===== src/rtl/piece_plotter_if.sv =====
// Cell-request handshake plus VGA pixel-write bus for the piece plotter.
// master = request producer / observer, slave = the plotter itself.
interface piece_plotter_if;
  logic       req_valid;
  logic       req_ready;
  logic [2:0] req_x;
  logic [2:0] req_y;
  logic [1:0] req_colour;
  logic [7:0] vga_x;
  logic [6:0] vga_y;
  logic [2:0] vga_colour;
  logic       plot;
  logic       busy;
  logic       done;

  modport master (
    output req_valid, req_x, req_y, req_colour,
    input  req_ready, vga_x, vga_y, vga_colour, plot, busy, done
  );

  modport slave (
    input  req_valid, req_x, req_y, req_colour,
    output req_ready, vga_x, vga_y, vga_colour, plot, busy, done
  );
endinterface


===== src/rtl/piece_plotter.sv =====
// Expands one board-cell draw request into a CELL x CELL raster of VGA pixel
// writes, one pixel per clock, followed by a single-cycle done pulse.
module piece_plotter #(
  parameter int unsigned CELL_LOG2    = 2,
  parameter logic [7:0]  X_OFFSET     = 8'd0,
  parameter logic [6:0]  Y_OFFSET     = 7'd0,
  parameter logic [2:0]  BOARD_COLOUR = 3'b010,
  parameter logic [2:0]  GRID_COLOUR  = 3'b100,
  parameter bit          GRID_EN      = 1'b1
) (
  input logic             clk,
  input logic             resetn,
  piece_plotter_if.slave  bus
);

  localparam int unsigned CW = CELL_LOG2;
  localparam logic [CW-1:0] CELL_MAX = '1;

  typedef enum logic [1:0] {StIdle, StDraw, StDone} state_e;

  state_e        state_q, state_d;
  logic [CW-1:0] col_q, col_d;
  logic [CW-1:0] row_q, row_d;
  logic [7:0]    base_x_q, base_x_d;
  logic [6:0]    base_y_q, base_y_d;
  logic [2:0]    fill_q, fill_d;
  logic [7:0]    vga_x_q, vga_x_d;
  logic [6:0]    vga_y_q, vga_y_d;
  logic [2:0]    vga_colour_q, vga_colour_d;

  logic [2:0]    mapped;
  logic [7:0]    acc_x;
  logic [6:0]    acc_y;
  logic [CW-1:0] ncol, nrow;

  always_comb begin
    case (bus.req_colour)
      2'b11:   mapped = 3'b000;
      2'b10:   mapped = 3'b111;
      default: mapped = BOARD_COLOUR;
    endcase
  end

  // Cell origin in pixel space; wraps silently on overflow.
  assign acc_x = X_OFFSET + (8'(bus.req_x) << CELL_LOG2);
  assign acc_y = Y_OFFSET + (7'(bus.req_y) << CELL_LOG2);

  always_comb begin
    state_d      = state_q;
    col_d        = col_q;
    row_d        = row_q;
    base_x_d     = base_x_q;
    base_y_d     = base_y_q;
    fill_d       = fill_q;
    vga_x_d      = vga_x_q;
    vga_y_d      = vga_y_q;
    vga_colour_d = vga_colour_q;
    ncol         = col_q + CW'(1);
    nrow         = (col_q == CELL_MAX) ? row_q + CW'(1) : row_q;

    unique case (state_q)
      StIdle: begin
        if (bus.req_valid) begin
          state_d      = StDraw;
          col_d        = '0;
          row_d        = '0;
          base_x_d     = acc_x;
          base_y_d     = acc_y;
          fill_d       = mapped;
          vga_x_d      = acc_x;
          vga_y_d      = acc_y;
          vga_colour_d = GRID_EN ? GRID_COLOUR : mapped;
        end
      end
      StDraw: begin
        if (col_q == CELL_MAX && row_q == CELL_MAX) begin
          state_d = StDone;
        end else begin
          // Outputs are registered, so load the coordinates of the next pixel.
          col_d        = ncol;
          row_d        = nrow;
          vga_x_d      = base_x_q + 8'(ncol);
          vga_y_d      = base_y_q + 7'(nrow);
          vga_colour_d = (GRID_EN && (ncol == '0 || nrow == '0)) ? GRID_COLOUR : fill_q;
        end
      end
      StDone: state_d = StIdle;
      default: state_d = StIdle;
    endcase
  end

  always_ff @(posedge clk or negedge resetn) begin
    if (!resetn) begin
      state_q      <= StIdle;
      col_q        <= '0;
      row_q        <= '0;
      base_x_q     <= '0;
      base_y_q     <= '0;
      fill_q       <= BOARD_COLOUR;
      vga_x_q      <= '0;
      vga_y_q      <= '0;
      vga_colour_q <= BOARD_COLOUR;
    end else begin
      state_q      <= state_d;
      col_q        <= col_d;
      row_q        <= row_d;
      base_x_q     <= base_x_d;
      base_y_q     <= base_y_d;
      fill_q       <= fill_d;
      vga_x_q      <= vga_x_d;
      vga_y_q      <= vga_y_d;
      vga_colour_q <= vga_colour_d;
    end
  end

  // Status strobes decode straight from the state register.
  assign bus.req_ready  = (state_q == StIdle);
  assign bus.plot       = (state_q == StDraw);
  assign bus.busy       = (state_q == StDraw);
  assign bus.done       = (state_q == StDone);
  assign bus.vga_x      = vga_x_q;
  assign bus.vga_y      = vga_y_q;
  assign bus.vga_colour = vga_colour_q;

endmodule


===== src/flat_wrapper.sv =====
// flat-port wrapper written by rule: the top's interface ports become plain ports
module piece_plotter_flat 
#(
  parameter int unsigned CELL_LOG2    = 2,
  parameter logic [7:0]  X_OFFSET     = 8'd0,
  parameter logic [6:0]  Y_OFFSET     = 7'd0,
  parameter logic [2:0]  BOARD_COLOUR = 3'b010,
  parameter logic [2:0]  GRID_COLOUR  = 3'b100,
  parameter bit          GRID_EN      = 1'b1
)
  (clk, resetn, bus_req_valid, bus_req_x, bus_req_y, bus_req_colour, bus_req_ready, bus_vga_x, bus_vga_y, bus_vga_colour, bus_plot, bus_busy, bus_done);
  piece_plotter_if bus_i ();
  input logic clk;
  input logic resetn;
  input wire logic [$bits(bus_i.req_valid)-1:0] bus_req_valid;
  input wire logic [$bits(bus_i.req_x)-1:0] bus_req_x;
  input wire logic [$bits(bus_i.req_y)-1:0] bus_req_y;
  input wire logic [$bits(bus_i.req_colour)-1:0] bus_req_colour;
  output wire logic [$bits(bus_i.req_ready)-1:0] bus_req_ready;
  output wire logic [$bits(bus_i.vga_x)-1:0] bus_vga_x;
  output wire logic [$bits(bus_i.vga_y)-1:0] bus_vga_y;
  output wire logic [$bits(bus_i.vga_colour)-1:0] bus_vga_colour;
  output wire logic [$bits(bus_i.plot)-1:0] bus_plot;
  output wire logic [$bits(bus_i.busy)-1:0] bus_busy;
  output wire logic [$bits(bus_i.done)-1:0] bus_done;
  assign bus_i.req_valid = bus_req_valid;
  assign bus_i.req_x = bus_req_x;
  assign bus_i.req_y = bus_req_y;
  assign bus_i.req_colour = bus_req_colour;
  assign bus_req_ready = bus_i.req_ready;
  assign bus_vga_x = bus_i.vga_x;
  assign bus_vga_y = bus_i.vga_y;
  assign bus_vga_colour = bus_i.vga_colour;
  assign bus_plot = bus_i.plot;
  assign bus_busy = bus_i.busy;
  assign bus_done = bus_i.done;
  piece_plotter #(.CELL_LOG2(CELL_LOG2), .X_OFFSET(X_OFFSET), .Y_OFFSET(Y_OFFSET), .BOARD_COLOUR(BOARD_COLOUR), .GRID_COLOUR(GRID_COLOUR), .GRID_EN(GRID_EN)) u_core (.clk(clk), .resetn(resetn), .bus(bus_i));
endmodule

===== config.mk =====
export PLATFORM = sky130hd
export DESIGN_NAME = piece_plotter_flat
export DESIGN_NICKNAME = d
export VERILOG_FILES = /design/src/rtl/piece_plotter_if.sv /design/src/rtl/piece_plotter.sv /design/src/flat_wrapper.sv
export SDC_FILE = /design/constraint.sdc
export NUM_CORES = 1
export LEC_CHECK = 0
export CORE_MARGIN = 2
export CORE_UTILIZATION = 43
export CTS_BUF_LIST = sky130_fd_sc_hd__clkbuf_2
export DETAILED_ROUTE_END_ITERATION = 12
export GPL_TIMING_DRIVEN = 0
export PLACE_DENSITY = 0.8
export SETUP_SLACK_MARGIN = 0.05
export SYNTH_ARGS = -nofsm -noshare
export SYNTH_HDL_FRONTEND = slang
export SYNTH_SLANG_ARGS = --single-unit

===== constraint.sdc =====
create_clock -name clk -period 1.5 [get_ports clk]
set_input_delay 0.375 -clock clk [delete_from_list [all_inputs] [get_ports clk]]
set_output_delay 0.375 -clock clk [all_outputs]
set_load 0.01 [all_outputs]

Figure 1. Cell placement.
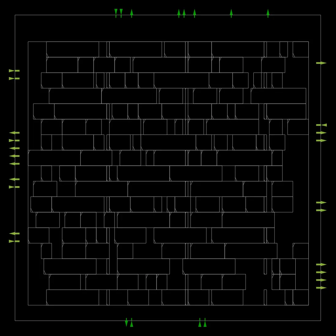
standard cell core area: 2280 um2
filler cell count in the final layout: 162
final core utilization: 78.2%
tap cell count: 28

Figure 2. Signal metal coverage by tile.
Scale bar: 20 um. The die is cut into 11 by 11 equal tiles; black is low, pale yellow is high, scaled to the fullest tile. Values are wire area over tile area, all layers added.
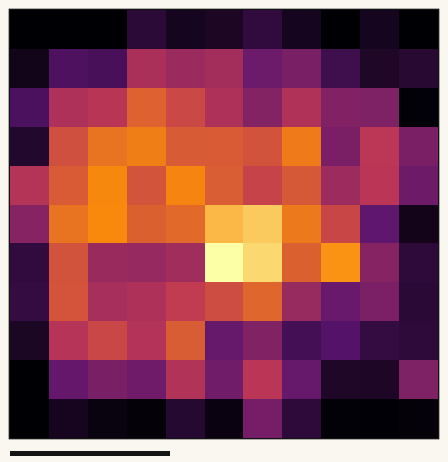
nearly empty tiles: 9.9%
fullest tile: 0.45
densest ninth of the die: center
mean over tiles: 0.16
tiles over half the peak: 29%

Figure 3. Placement by cell class.
Fill, decap, tap and diode cells in gray.
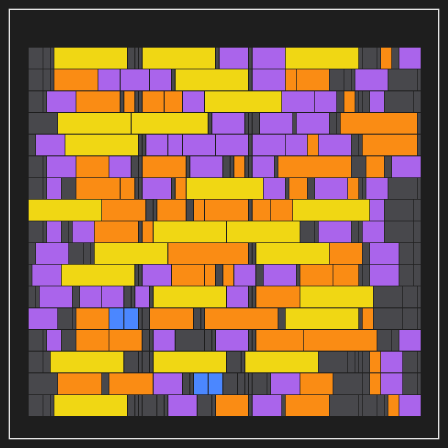
legend:
  clock drivers and dummy loads:
    color: blue
    cells: 4
  sequential cells:
    color: yellow
    cells: 23
  remaining buffers and delay cells:
    color: purple
    cells: 63
  combinational and other logic:
    color: orange
    cells: 54

==> impl_metrics.xml <==
<?xml version="1.0" encoding="UTF-8"?>
<metrics>
  <group name="global_route">
    <metric name="grt-busiest-layer" unit="">met2</metric>
    <metric name="grt_util_met2" unit="%">36.2</metric>
    <metric name="grt_overflow_total" unit="">0</metric>
    <metric name="antenna_found_initial" unit="">0</metric>
    <metric name="wire_length_of_the_first_global_routing_pass" unit="mm">3.92</metric>
    <metric name="grt_use_total" unit="%">19.6</metric>
    <metric name="grt_start_max_net_pins" unit="">24</metric>
    <metric name="grtUsageMet3" unit="%">3.33</metric>
    <metric name="global_route.usage.met1" unit="%">21.5</metric>
  </group>
  <group name="worst_setup_path">
    <metric name="critical_path.reg2reg.endpoint" unit="">u_core.bus.vga_y[2]</metric>
    <metric name="critical_path.cell_chain" unit="">or2b_1, inv_4, buf_4, buf_6, mux2_4, mux2_2</metric>
    <metric name="worstReg2RegStart" unit="">u_core.state_q[1]</metric>
    <metric name="crit_cells" unit="">6</metric>
    <metric name="cp.arrival" unit="ns">1.96</metric>
    <metric name="critPathCapture" unit="">u_core.bus.vga_y[2]</metric>
    <metric name="r2r_cells" unit="">6</metric>
    <metric name="critical_path_origin" unit="">u_core.state_q[1]</metric>
    <metric name="worstPathBufferInverterCount" unit="">3</metric>
    <metric name="start_kind" unit="">flip-flop</metric>
    <metric name="critical_path_rt" unit="ns">1.74</metric>
    <metric name="critPathKind" unit="">reg -&gt; reg</metric>
    <metric name="timing.reg2reg.setup_slack" unit="ns">-0.23</metric>
    <metric name="crit_fanout" unit="">6</metric>
    <metric name="worst_setup_path_end_kind" unit="">flip-flop</metric>
  </group>
  <group name="floorplanning">
    <metric name="initCoreUtil" unit="%">46.6</metric>
    <metric name="die_h" unit="um">53.6</metric>
    <metric name="fp.dieW" unit="um">53.6</metric>
    <metric name="floorplan.die_area" unit="um2">2880</metric>
    <metric name="num_io_pins" unit="">33</metric>
    <metric name="placement_rows" unit="">17</metric>
  </group>
  <group name="route">
    <metric name="drt-vias-per-instance" unit="">4.98</metric>
    <metric name="wl" unit="mm">2.95</metric>
    <metric name="detailedRoute.firstPassIterationCount" unit="">4</metric>
    <metric name="met3_length" unit="um">125</metric>
    <metric name="via_count" unit="">857</metric>
    <metric name="antenna_left" unit="">0</metric>
    <metric name="post_drt_wl_per_cell" unit="um">17.2</metric>
    <metric name="highest_layer" unit="">met4</metric>
    <metric name="detail_route.drc_violations" unit="">0</metric>
  </group>
  <group name="logic_synthesis">
    <metric name="synthDistinctLibCells" unit="">26</metric>
    <metric name="post_synth_mux_area_share" unit="%">22.2</metric>
    <metric name="synth_warnings" unit="">0</metric>
    <metric name="yosysChipArea" unit="um2">1060</metric>
    <metric name="synth_cells" unit="">81</metric>
    <metric name="synth-adder-area-share" unit="%">2.36</metric>
    <metric name="synth_top_area_share" unit="%">49.6</metric>
    <metric name="flop_and_latch_count_out_of_synthesis" unit="">23</metric>
    <metric name="synthSimpleGateAreaFrac" unit="%">7.20</metric>
    <metric name="synth.avg_cell_area" unit="um2">13.1</metric>
    <metric name="ys_cells" unit="">81</metric>
    <metric name="synthesized_area_fraction_occupied_by_xor_and_xnor_cells" unit="%">0</metric>
    <metric name="yosys.stat.seqShare" unit="%">54.5</metric>
    <metric name="post-synth-top-area-cell" unit="">sky130_fd_sc_hd__dfrtp_1</metric>
  </group>
  <group name="sta">
    <metric name="worst-slew-pin-transition" unit="ns">1.04</metric>
    <metric name="report.final.setup_viol" unit="">17</metric>
    <metric name="min_period_over_period" unit="%">115</metric>
    <metric name="finalHoldViolCount" unit="">0</metric>
    <metric name="finalWorstSetupSlack" unit="ns">-0.227</metric>
    <metric name="hold_slack" unit="ns">0.531</metric>
    <metric name="fmax" unit="GHz">0.579</metric>
    <metric name="skew_final" unit="ns">0.0165</metric>
    <metric name="headroom_to_the_max_slew_limit" unit="%">30.3</metric>
    <metric name="final_period_minus_worst_setup_slack" unit="ns">1.73</metric>
    <metric name="fin_tns_setup" unit="ns">-2.09</metric>
    <metric name="grt_setup_unrepaired" unit="">true</metric>
  </group>
  <group name="final_layout">
    <metric name="final_layout_size_suffix_gt1_share" unit="%">59.0</metric>
    <metric name="post-route-cell-area" unit="um2">1780</metric>
    <metric name="insertedDiodeCount" unit="">0</metric>
    <metric name="layout_top_cells_excl_fill_tap" unit="">22 x sky130_fd_sc_hd__buf_4, 19 x sky130_fd_sc_hd__dfrtp_1, 18 x sky130_fd_sc_hd__buf_6</metric>
    <metric name="fin_cells" unit="">172</metric>
    <metric name="lay_top_count" unit="">sky130_fd_sc_hd__buf_4</metric>
    <metric name="final_net_count" unit="">158</metric>
    <metric name="synthToLayoutAreaGrowth" unit="%">67.9</metric>
  </group>
  <group name="clock_network">
    <metric name="numClockSinks" unit="">23</metric>
    <metric name="clkTransAtPathRegs" unit="ns">0.23</metric>
    <metric name="cts.path.max_buffers" unit="">2</metric>
    <metric name="cts-root-buf" unit="">sky130_fd_sc_hd__clkbuf_2</metric>
    <metric name="hold_buffers" unit="">0</metric>
    <metric name="cts_buffers" unit="">3</metric>
    <metric name="cts_htree_levels" unit="">1</metric>
    <metric name="tritoncts" unit="">built</metric>
    <metric name="cts.repair_timing.setup_buffer_count" unit="">19</metric>
    <metric name="post_cts_resized" unit="">57</metric>
  </group>
  <group name="placement">
    <metric name="buffer_ports.inserted" unit="">27</metric>
    <metric name="dpl_cell_area" unit="um2">1420</metric>
    <metric name="place.detailed.instances" unit="">140</metric>
  </group>
  <group name="worst_hold_path">
    <metric name="min_from" unit="">u_core.fill_q[1]</metric>
    <metric name="hp-class" unit="">reg -&gt; reg</metric>
  </group>
  <group name="run_status">
    <metric name="status" unit="">complete, but fails checks</metric>
    <metric name="violated_checks" unit="">setup timing</metric>
  </group>
  <group name="power_and_ir_drop">
    <metric name="combPwrFrac" unit="%">66.1</metric>
    <metric name="clock_power_share" unit="%">6.1</metric>
    <metric name="power.total" unit="mW">4.26</metric>
    <metric name="seqPwrFrac" unit="%">27.8</metric>
    <metric name="power-per-cell-area" unit="nW/um2">2390</metric>
    <metric name="vdd.ir_drop.worst" unit="V">0.00172</metric>
    <metric name="reported_net_switching_power" unit="mW">1.49</metric>
  </group>
  <group name="job">
    <metric name="tool_warnings" unit="">29</metric>
    <metric name="cap_viol_max_count" unit="">0</metric>
  </group>
</metrics>
Figure 4. Register map, names as in the netlist.
Other sequential cells in the stronger gray, the rest of the logic in the fainter gray.
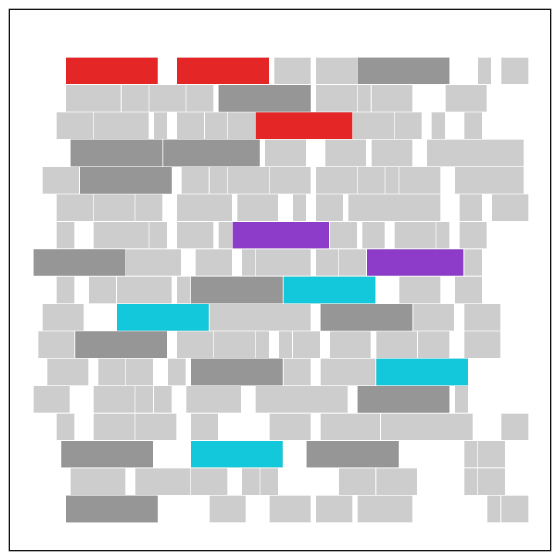
legend:
  u_core.bus.vga_y:
    color: cyan
    flops: 4
  u_core.state_q:
    color: purple
    flops: 2
  u_core.bus.vga_colour:
    color: red
    flops: 3
not colored: 14

Figure 5. Routed metal, one color a layer.
Scale bar: 20 um. Two of the layers only.
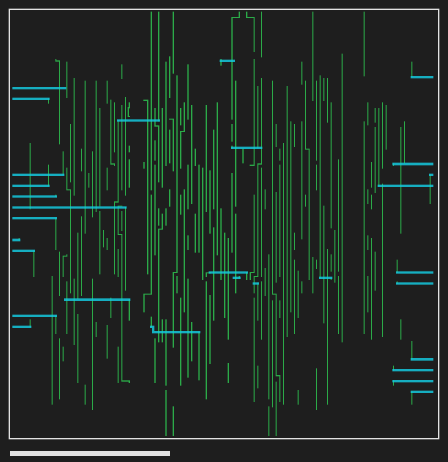
legend:
  metal 3:
    color: cyan
    wire_length: 126 um
  metal 2:
    color: green
    wire_length: 1620 um

-- layout make-up --
class,instances,area [um2],area share (%)
Timing Repair Buffer,55,492,27.6
Tap cell,28,35.0,1.97
Inverter,5,21.3,1.20
Sequential cell,23,581,32.6
Buffer,8,71.3,4.01
Clock buffer,4,20.0,1.13
Multi-Input combinational cell,49,559,31.4
-- power groups by stage --
stage	Sequential, mW	Combinational [mW]	Clock (mW)
after floorplan	1.21	1.09	0
after global placement	1.14	1.76	0
after detailed placement	1.16	1.81	0
after CTS	1.11	2.22	0.267
after global routing	1.20	3.00	0.297
final	1.18	2.81	0.260
-- synthesized netlist by cell type --
cell	count
sky130_fd_sc_hd__nor3b_1	1
sky130_fd_sc_hd__nor3_1	1
sky130_fd_sc_hd__nand3b_1	1
sky130_fd_sc_hd__a31oi_1	1
sky130_fd_sc_hd__buf_2	1
sky130_fd_sc_hd__inv_2	1
sky130_fd_sc_hd__a311oi_2	1
sky130_fd_sc_hd__dfstp_2	2
sky130_fd_sc_hd__a22o_1	1
sky130_fd_sc_hd__dfrtp_1	21
sky130_fd_sc_hd__nor2b_1	1
sky130_fd_sc_hd__buf_6	1
sky130_fd_sc_hd__nor2_1	6
sky130_fd_sc_hd__o21ai_0	1
sky130_fd_sc_hd__o2bb2ai_1	2
sky130_fd_sc_hd__mux2i_1	1
sky130_fd_sc_hd__nor4bb_1	1
sky130_fd_sc_hd__and3_1	1
sky130_fd_sc_hd__conb_1	1
sky130_fd_sc_hd__or2b_1	1
sky130_fd_sc_hd__a2bb2oi_1	1
sky130_fd_sc_hd__ha_1	2
sky130_fd_sc_hd__nand2_1	1
sky130_fd_sc_hd__buf_4	6
sky130_fd_sc_hd__inv_1	4
sky130_fd_sc_hd__mux2_2	20
No activity file was given, so power comes from the tool's default toggle rates.
